===== src/rtl/alu_share_if.sv =====
// Request/response/ALU signal bundle between the shared-ALU arbiter and its clients.
// The slave modport is the arbiter side; master is the client/ALU side.
interface alu_share_if;
    localparam int unsigned DATA_W = 32;
    localparam int unsigned FUN_W  = 4;

    logic              req0_valid;
    logic              req0_ready;
    logic [DATA_W-1:0] req0_a;
    logic [DATA_W-1:0] req0_b;
    logic [FUN_W-1:0]  req0_fun;
    logic              req1_valid;
    logic              req1_ready;
    logic [DATA_W-1:0] req1_a;
    logic [DATA_W-1:0] req1_b;
    logic [FUN_W-1:0]  req1_fun;

    logic              rsp0_valid;
    logic              rsp0_ready;
    logic              rsp1_valid;
    logic              rsp1_ready;
    logic [DATA_W-1:0] rsp_result;
    logic              rsp_err;

    logic [DATA_W-1:0] alu_a;
    logic [DATA_W-1:0] alu_b;
    logic [FUN_W-1:0]  alu_fun;
    logic [DATA_W-1:0] alu_out;
    logic              busy;

    modport slave (
        input  req0_valid, req0_a, req0_b, req0_fun,
        input  req1_valid, req1_a, req1_b, req1_fun,
        input  rsp0_ready, rsp1_ready, alu_out,
        output req0_ready, req1_ready, rsp0_valid, rsp1_valid,
        output rsp_result, rsp_err, alu_a, alu_b, alu_fun, busy
    );

    modport master (
        output req0_valid, req0_a, req0_b, req0_fun,
        output req1_valid, req1_a, req1_b, req1_fun,
        output rsp0_ready, rsp1_ready, alu_out,
        input  req0_ready, req1_ready, rsp0_valid, rsp1_valid,
        input  rsp_result, rsp_err, alu_a, alu_b, alu_fun, busy
    );
endinterface


===== src/rtl/alu_share_arbiter.sv =====
// Round-robin arbiter/sequencer granting one shared 32-bit ALU to two requesters,
// with registered ALU operands and a per-requester valid/ready response.
module alu_share_arbiter #(
    parameter bit RESET_PRIO = 1'b0
) (
    input  logic        clk,
    input  logic        rst_n,
    alu_share_if.slave  bus
);
    localparam int unsigned DATA_W = 32;
    localparam int unsigned FUN_W  = 4;
    localparam logic [FUN_W-1:0] FUN_PASS_A = 4'b1001;

    typedef enum logic [1:0] {
        IDLE = 2'd0,
        EXEC = 2'd1,
        RESP = 2'd2
    } state_t;

    state_t            state;
    state_t            state_d;
    logic              prio;
    logic              owner;
    logic              legal;
    logic [DATA_W-1:0] alu_a_q;
    logic [DATA_W-1:0] alu_b_q;
    logic [FUN_W-1:0]  alu_fun_q;
    logic [DATA_W-1:0] result_q;
    logic              err_q;

    logic              grant0_c;
    logic              grant1_c;
    logic              rsp_done_c;
    logic [DATA_W-1:0] sel_a_c;
    logic [DATA_W-1:0] sel_b_c;
    logic [FUN_W-1:0]  sel_fun_c;
    logic              sel_legal_c;

    function automatic logic fun_is_legal(input logic [FUN_W-1:0] f);
        case (f)
            4'b0000, 4'b1000, 4'b0110, 4'b0111, 4'b0100, 4'b0101,
            4'b0001, 4'b1101, 4'b0010, 4'b0011, 4'b1001: return 1'b1;
            default:                                      return 1'b0;
        endcase
    endfunction

    always_ff @(posedge clk or negedge rst_n) begin
        if (!rst_n) state <= IDLE;
        else        state <= state_d;
    end

    // Winner selection in IDLE; priority pointer breaks ties.
    always_comb begin
        state_d    = state;
        grant0_c   = 1'b0;
        grant1_c   = 1'b0;
        rsp_done_c = 1'b0;
        case (state)
            IDLE: begin
                grant0_c = bus.req0_valid && !(bus.req1_valid && prio);
                grant1_c = bus.req1_valid && !(bus.req0_valid && !prio);
                if (grant0_c || grant1_c) state_d = EXEC;
            end
            EXEC: state_d = RESP;
            RESP: begin
                rsp_done_c = owner ? bus.rsp1_ready : bus.rsp0_ready;
                if (rsp_done_c) state_d = IDLE;
            end
            default: state_d = IDLE;
        endcase
    end

    assign sel_a_c     = grant1_c ? bus.req1_a   : bus.req0_a;
    assign sel_b_c     = grant1_c ? bus.req1_b   : bus.req0_b;
    assign sel_fun_c   = grant1_c ? bus.req1_fun : bus.req0_fun;
    assign sel_legal_c = fun_is_legal(sel_fun_c);

    // Operand capture on grant, result capture in EXEC, pointer flip on completion.
    always_ff @(posedge clk or negedge rst_n) begin
        if (!rst_n) begin
            prio      <= RESET_PRIO;
            owner     <= 1'b0;
            legal     <= 1'b0;
            alu_a_q   <= '0;
            alu_b_q   <= '0;
            alu_fun_q <= '0;
            result_q  <= '0;
            err_q     <= 1'b0;
        end else begin
            if (grant0_c || grant1_c) begin
                alu_a_q   <= sel_a_c;
                alu_b_q   <= sel_b_c;
                alu_fun_q <= sel_legal_c ? sel_fun_c : FUN_PASS_A;
                owner     <= grant1_c;
                legal     <= sel_legal_c;
            end
            if (state == EXEC) begin
                result_q <= legal ? bus.alu_out : '0;
                err_q    <= !legal;
            end
            if (rsp_done_c) prio <= !owner;
        end
    end

    assign bus.req0_ready = grant0_c;
    assign bus.req1_ready = grant1_c;
    assign bus.rsp0_valid = (state == RESP) && !owner;
    assign bus.rsp1_valid = (state == RESP) && owner;
    assign bus.rsp_result = result_q;
    assign bus.rsp_err    = err_q;
    assign bus.alu_a      = alu_a_q;
    assign bus.alu_b      = alu_b_q;
    assign bus.alu_fun    = alu_fun_q;
    assign bus.busy       = (state != IDLE);
endmodule


===== src/flat_wrapper.sv =====
// flat-port wrapper written by rule: the top's interface ports become plain ports
module alu_share_arbiter_flat 
#(
    parameter bit RESET_PRIO = 1'b0
)
  (clk, rst_n, bus_req0_valid, bus_req0_a, bus_req0_b, bus_req0_fun, bus_req1_valid, bus_req1_a, bus_req1_b, bus_req1_fun, bus_rsp0_ready, bus_rsp1_ready, bus_alu_out, bus_req0_ready, bus_req1_ready, bus_rsp0_valid, bus_rsp1_valid, bus_rsp_result, bus_rsp_err, bus_alu_a, bus_alu_b, bus_alu_fun, bus_busy);
  alu_share_if bus_i ();
  input  logic clk;
  input  logic rst_n;
  input wire logic [$bits(bus_i.req0_valid)-1:0] bus_req0_valid;
  input wire logic [$bits(bus_i.req0_a)-1:0] bus_req0_a;
  input wire logic [$bits(bus_i.req0_b)-1:0] bus_req0_b;
  input wire logic [$bits(bus_i.req0_fun)-1:0] bus_req0_fun;
  input wire logic [$bits(bus_i.req1_valid)-1:0] bus_req1_valid;
  input wire logic [$bits(bus_i.req1_a)-1:0] bus_req1_a;
  input wire logic [$bits(bus_i.req1_b)-1:0] bus_req1_b;
  input wire logic [$bits(bus_i.req1_fun)-1:0] bus_req1_fun;
  input wire logic [$bits(bus_i.rsp0_ready)-1:0] bus_rsp0_ready;
  input wire logic [$bits(bus_i.rsp1_ready)-1:0] bus_rsp1_ready;
  input wire logic [$bits(bus_i.alu_out)-1:0] bus_alu_out;
  output wire logic [$bits(bus_i.req0_ready)-1:0] bus_req0_ready;
  output wire logic [$bits(bus_i.req1_ready)-1:0] bus_req1_ready;
  output wire logic [$bits(bus_i.rsp0_valid)-1:0] bus_rsp0_valid;
  output wire logic [$bits(bus_i.rsp1_valid)-1:0] bus_rsp1_valid;
  output wire logic [$bits(bus_i.rsp_result)-1:0] bus_rsp_result;
  output wire logic [$bits(bus_i.rsp_err)-1:0] bus_rsp_err;
  output wire logic [$bits(bus_i.alu_a)-1:0] bus_alu_a;
  output wire logic [$bits(bus_i.alu_b)-1:0] bus_alu_b;
  output wire logic [$bits(bus_i.alu_fun)-1:0] bus_alu_fun;
  output wire logic [$bits(bus_i.busy)-1:0] bus_busy;
  assign bus_i.req0_valid = bus_req0_valid;
  assign bus_i.req0_a = bus_req0_a;
  assign bus_i.req0_b = bus_req0_b;
  assign bus_i.req0_fun = bus_req0_fun;
  assign bus_i.req1_valid = bus_req1_valid;
  assign bus_i.req1_a = bus_req1_a;
  assign bus_i.req1_b = bus_req1_b;
  assign bus_i.req1_fun = bus_req1_fun;
  assign bus_i.rsp0_ready = bus_rsp0_ready;
  assign bus_i.rsp1_ready = bus_rsp1_ready;
  assign bus_i.alu_out = bus_alu_out;
  assign bus_req0_ready = bus_i.req0_ready;
  assign bus_req1_ready = bus_i.req1_ready;
  assign bus_rsp0_valid = bus_i.rsp0_valid;
  assign bus_rsp1_valid = bus_i.rsp1_valid;
  assign bus_rsp_result = bus_i.rsp_result;
  assign bus_rsp_err = bus_i.rsp_err;
  assign bus_alu_a = bus_i.alu_a;
  assign bus_alu_b = bus_i.alu_b;
  assign bus_alu_fun = bus_i.alu_fun;
  assign bus_busy = bus_i.busy;
  alu_share_arbiter #(.RESET_PRIO(RESET_PRIO)) u_core (.clk(clk), .rst_n(rst_n), .bus(bus_i));
endmodule

===== config.mk =====
export PLATFORM = sky130hd
export DESIGN_NAME = alu_share_arbiter_flat
export DESIGN_NICKNAME = d
export VERILOG_FILES = /design/src/rtl/alu_share_if.sv /design/src/rtl/alu_share_arbiter.sv /design/src/flat_wrapper.sv
export SDC_FILE = /design/constraint.sdc
export NUM_CORES = 1
export LEC_CHECK = 0
export CAP_MARGIN = 40
export CORE_ASPECT_RATIO = 0.6
export CORE_UTILIZATION = 35
export CTS_CLUSTER_DIAMETER = 120
export DETAILED_ROUTE_END_ITERATION = 10
export GPL_ROUTABILITY_DRIVEN = 0
export PLACE_DENSITY = 0.79
export SETUP_SLACK_MARGIN = 0.3
export SLEW_MARGIN = 20
export SYNTH_ARGS = -nofsm -noshare
export SYNTH_HDL_FRONTEND = slang
export SYNTH_SLANG_ARGS = --single-unit

===== constraint.sdc =====
create_clock -name clk -period 1.8 [get_ports clk]
set_input_delay 0.36 -clock clk [delete_from_list [all_inputs] [get_ports clk]]
set_output_delay 0.36 -clock clk [all_outputs]
set_load 0.02 [all_outputs]

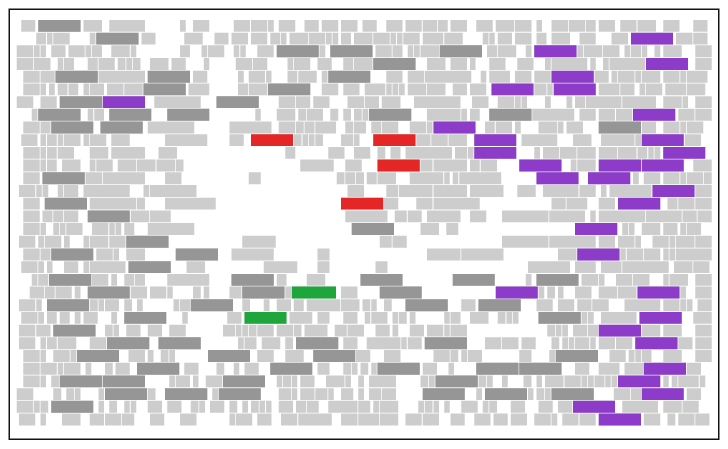
Fig. 1. Sequential cells coloured by netlist name (run 1).
Other sequential cells in the stronger grey, the rest of the logic in the fainter grey.
Key: red = u_core.bus.alu_fun [sequential cells 4]; purple = u_core.bus.alu_a [sequential cells 32, where a column on the right]; green = u_core.state [sequential cells 2]
final core utilization: 73.53%
FF/Latch Area: 2654 sq um
Seq. pwr: 4.61 mW
sequential share of cell area: 27.82%

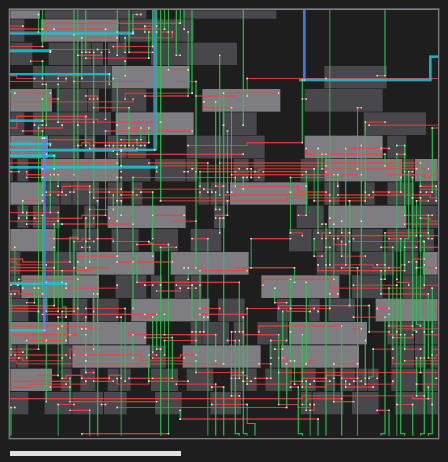
Fig. 2. Zoomed window (run 1).
Scale bar: 20 microns. Window x 13 to 63, y 0 to 50 microns. Cells in grey, sequential cells in the stronger grey; small squares are vias.
Key: cyan = M3; blue = M4; red = M1; green = M2
Sequential cells in the window: 25. Most frequent: nand2_1 (41), dfrtp_1 (25), dlygate4sd2_1 (19). 149 logic cells have their middle in the window. Netlist names of flops here include u_core.bus.rsp_result (16), u_core.bus.alu_b (6).

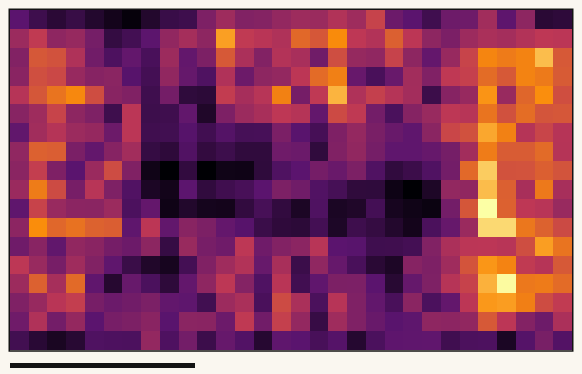
Fig. 3. Wire density map (run 1).
Scale bar: 50 microns. The die is cut into 30 by 18 equal tiles; black is low, pale yellow is high, scaled to the fullest tile. Values are wire area over tile area, all layers added.
22% of the tiles are over half the peak. The emptiest ninth of the die: centre. The fullest tile reaches 0.63. The mean over all tiles is 0.23. 0.70% of the tiles are nearly empty.
WL final: 19760 microns
Total GRT Usage: 26.07%
WL per Instance: 18.89 microns
via count: 5258

==> CHANGELOG.md, run 1 <==
## Implementation

- Status: completed
- Port bufs: 279
- Crit start category: flip-flop
- Dominant logic cell types in the final layout: nand2_1, clkdlybuf4s50_1, dfrtp_1
- Maximum vdd ir drop: between 0.0007 and 0.0008 V
- CP endpoint: u_core.bus.alu_a[31]$_DFFE_PN0P_
- Clk latency late pin: between 300 and 400 ps
- Routed wl met2: a little under 10000 microns
- CTS tree: yes
- Synthesized registers: between 100 and 150
- Cts hold-fix bufs: 1
- XOR Share, Synth: 0%
- Required @ worst endpoint: ~2000 ps
- Final setup fails: 0
- DRT iter0 DRCs: around 180
- Hpwl dp: roughly 11000 microns
- Synth cell count leaders: nand2_1, dfrtp_1, nor2_1, a31oi_1, o21ai_0
- Most used logic cell in the final layout: nand2_1
- Area grow syn2layout: 102.8%
- Mux frac, synth: 0.8777%
- Ports: roughly 280
- ClkCell Share: ~3.1%
- Multi-In Gates: ~400
- Hold_ws: roughly 470 ps
- P_sw: between 7 and 8 mW
- Final Hold Viols: 0
- Power Total: approximately 17 mW
- DIE HEIGHT: between 90 and 100 microns
- Post-CTS setup buffers: 21
- DIE AREA: 13920 sq um
- Setup CP Type: flip-flop to flip-flop
- M1 GR Usage: between 30% and 40%
- Comb area leader: simple AND/OR/NAND/NOR gates
- Predominant post-synthesis flop cell: dfrtp_1
## Run 2: what changed since run 1
--- a/config.mk
+++ b/config.mk
@@ -5,13 +5,13 @@
 export SDC_FILE = /design/constraint.sdc
 export NUM_CORES = 1
 export LEC_CHECK = 0
+export ABC_AREA = 1
 export CAP_MARGIN = 40
 export CORE_ASPECT_RATIO = 0.6
 export CORE_UTILIZATION = 35
 export CTS_CLUSTER_DIAMETER = 120
 export DETAILED_ROUTE_END_ITERATION = 10
-export GPL_ROUTABILITY_DRIVEN = 0
-export PLACE_DENSITY = 0.79
+export PLACE_DENSITY = 0.8
 export SETUP_SLACK_MARGIN = 0.3
 export SLEW_MARGIN = 20
 export SYNTH_ARGS = -nofsm -noshare
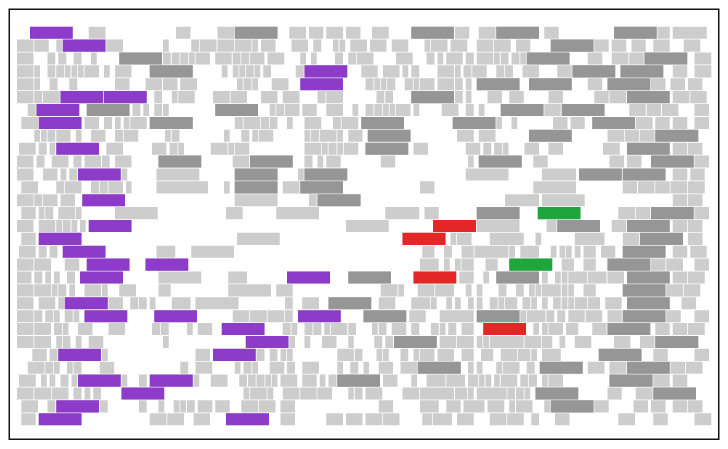
Fig. 4. Sequential cells coloured by netlist name (run 2).
Other sequential cells in the stronger grey, the rest of the logic in the fainter grey.
Key: purple = u_core.bus.alu_a [sequential cells 32]; green = u_core.state [sequential cells 2]; red = u_core.bus.alu_fun [sequential cells 4, where centre]
Another 68 sequential cells are not coloured.
final core utilization: 65.16%
FF/Latch Area: 2653 sq um
sequential share of cell area: 32.90%
Seq. pwr: 4.13 mW

==> run 2 against run 1 <==
Net effect:
- core utilization is 8.4 points lower
- non-clock buffer count fell by 35
- clock skew shrank 1.5 ps
- sequential cell count unchanged
- clock power about the same
- die area down 2.9%
- synthesized area down 2.9%
- sequential power is about 10% lower
- hold slack worse by 380 ps
- largest cell class unchanged
- total power is 22% lower
==> CHANGELOG.md, run 2 <==
## Implementation

- Status: completed
- Area grow syn2layout: 76.55%
- Synthesized registers: 106 (unchanged)
- DRT iter0 DRCs: 236 (+31%)
- Predominant post-synthesis flop cell: dfrtp_1
- Maximum vdd ir drop: 0.0007174 V (-8.3%)
- DIE HEIGHT: 90.48 microns (-1.4%)
- Setup CP Type: flip-flop to output port
- Mux frac, synth: 0% (-0.88 points)
- DIE AREA: 13520 sq um (-2.9%)
- CTS tree: yes
- XOR Share, Synth: 0% (unchanged)
- Required @ worst endpoint: 1440 ps (-580 ps)
- P_sw: 5.824 mW (-24%)
- Ports: 280 (unchanged)
- Dominant logic cell types in the final layout: clkdlybuf4s50_1, dfrtp_1, dlygate4sd2_1
- Clk latency late pin: 340 ps (about the same)
- Comb area leader: AND-OR/OR-AND gates
- Synth cell count leaders: dfrtp_1, nand2_1, nor2_1, a21oi_1, o21ai_1
- Most used logic cell in the final layout: clkdlybuf4s50_1
- Crit start category: flip-flop
- Final setup fails: 0 (unchanged)
- Power Total: 13.63 mW (-22%)
- Post-CTS setup buffers: 4 (-81%)
- Cts hold-fix bufs: 0 (-1)
- ClkCell Share: 3.771% (+0.68 points)
- Total GRT Usage: 22.79% (-3.3 points)
- Hpwl dp: 11020 microns (-1.6%)
Power figures rest on the tool's default switching activity, not on a simulated workload.
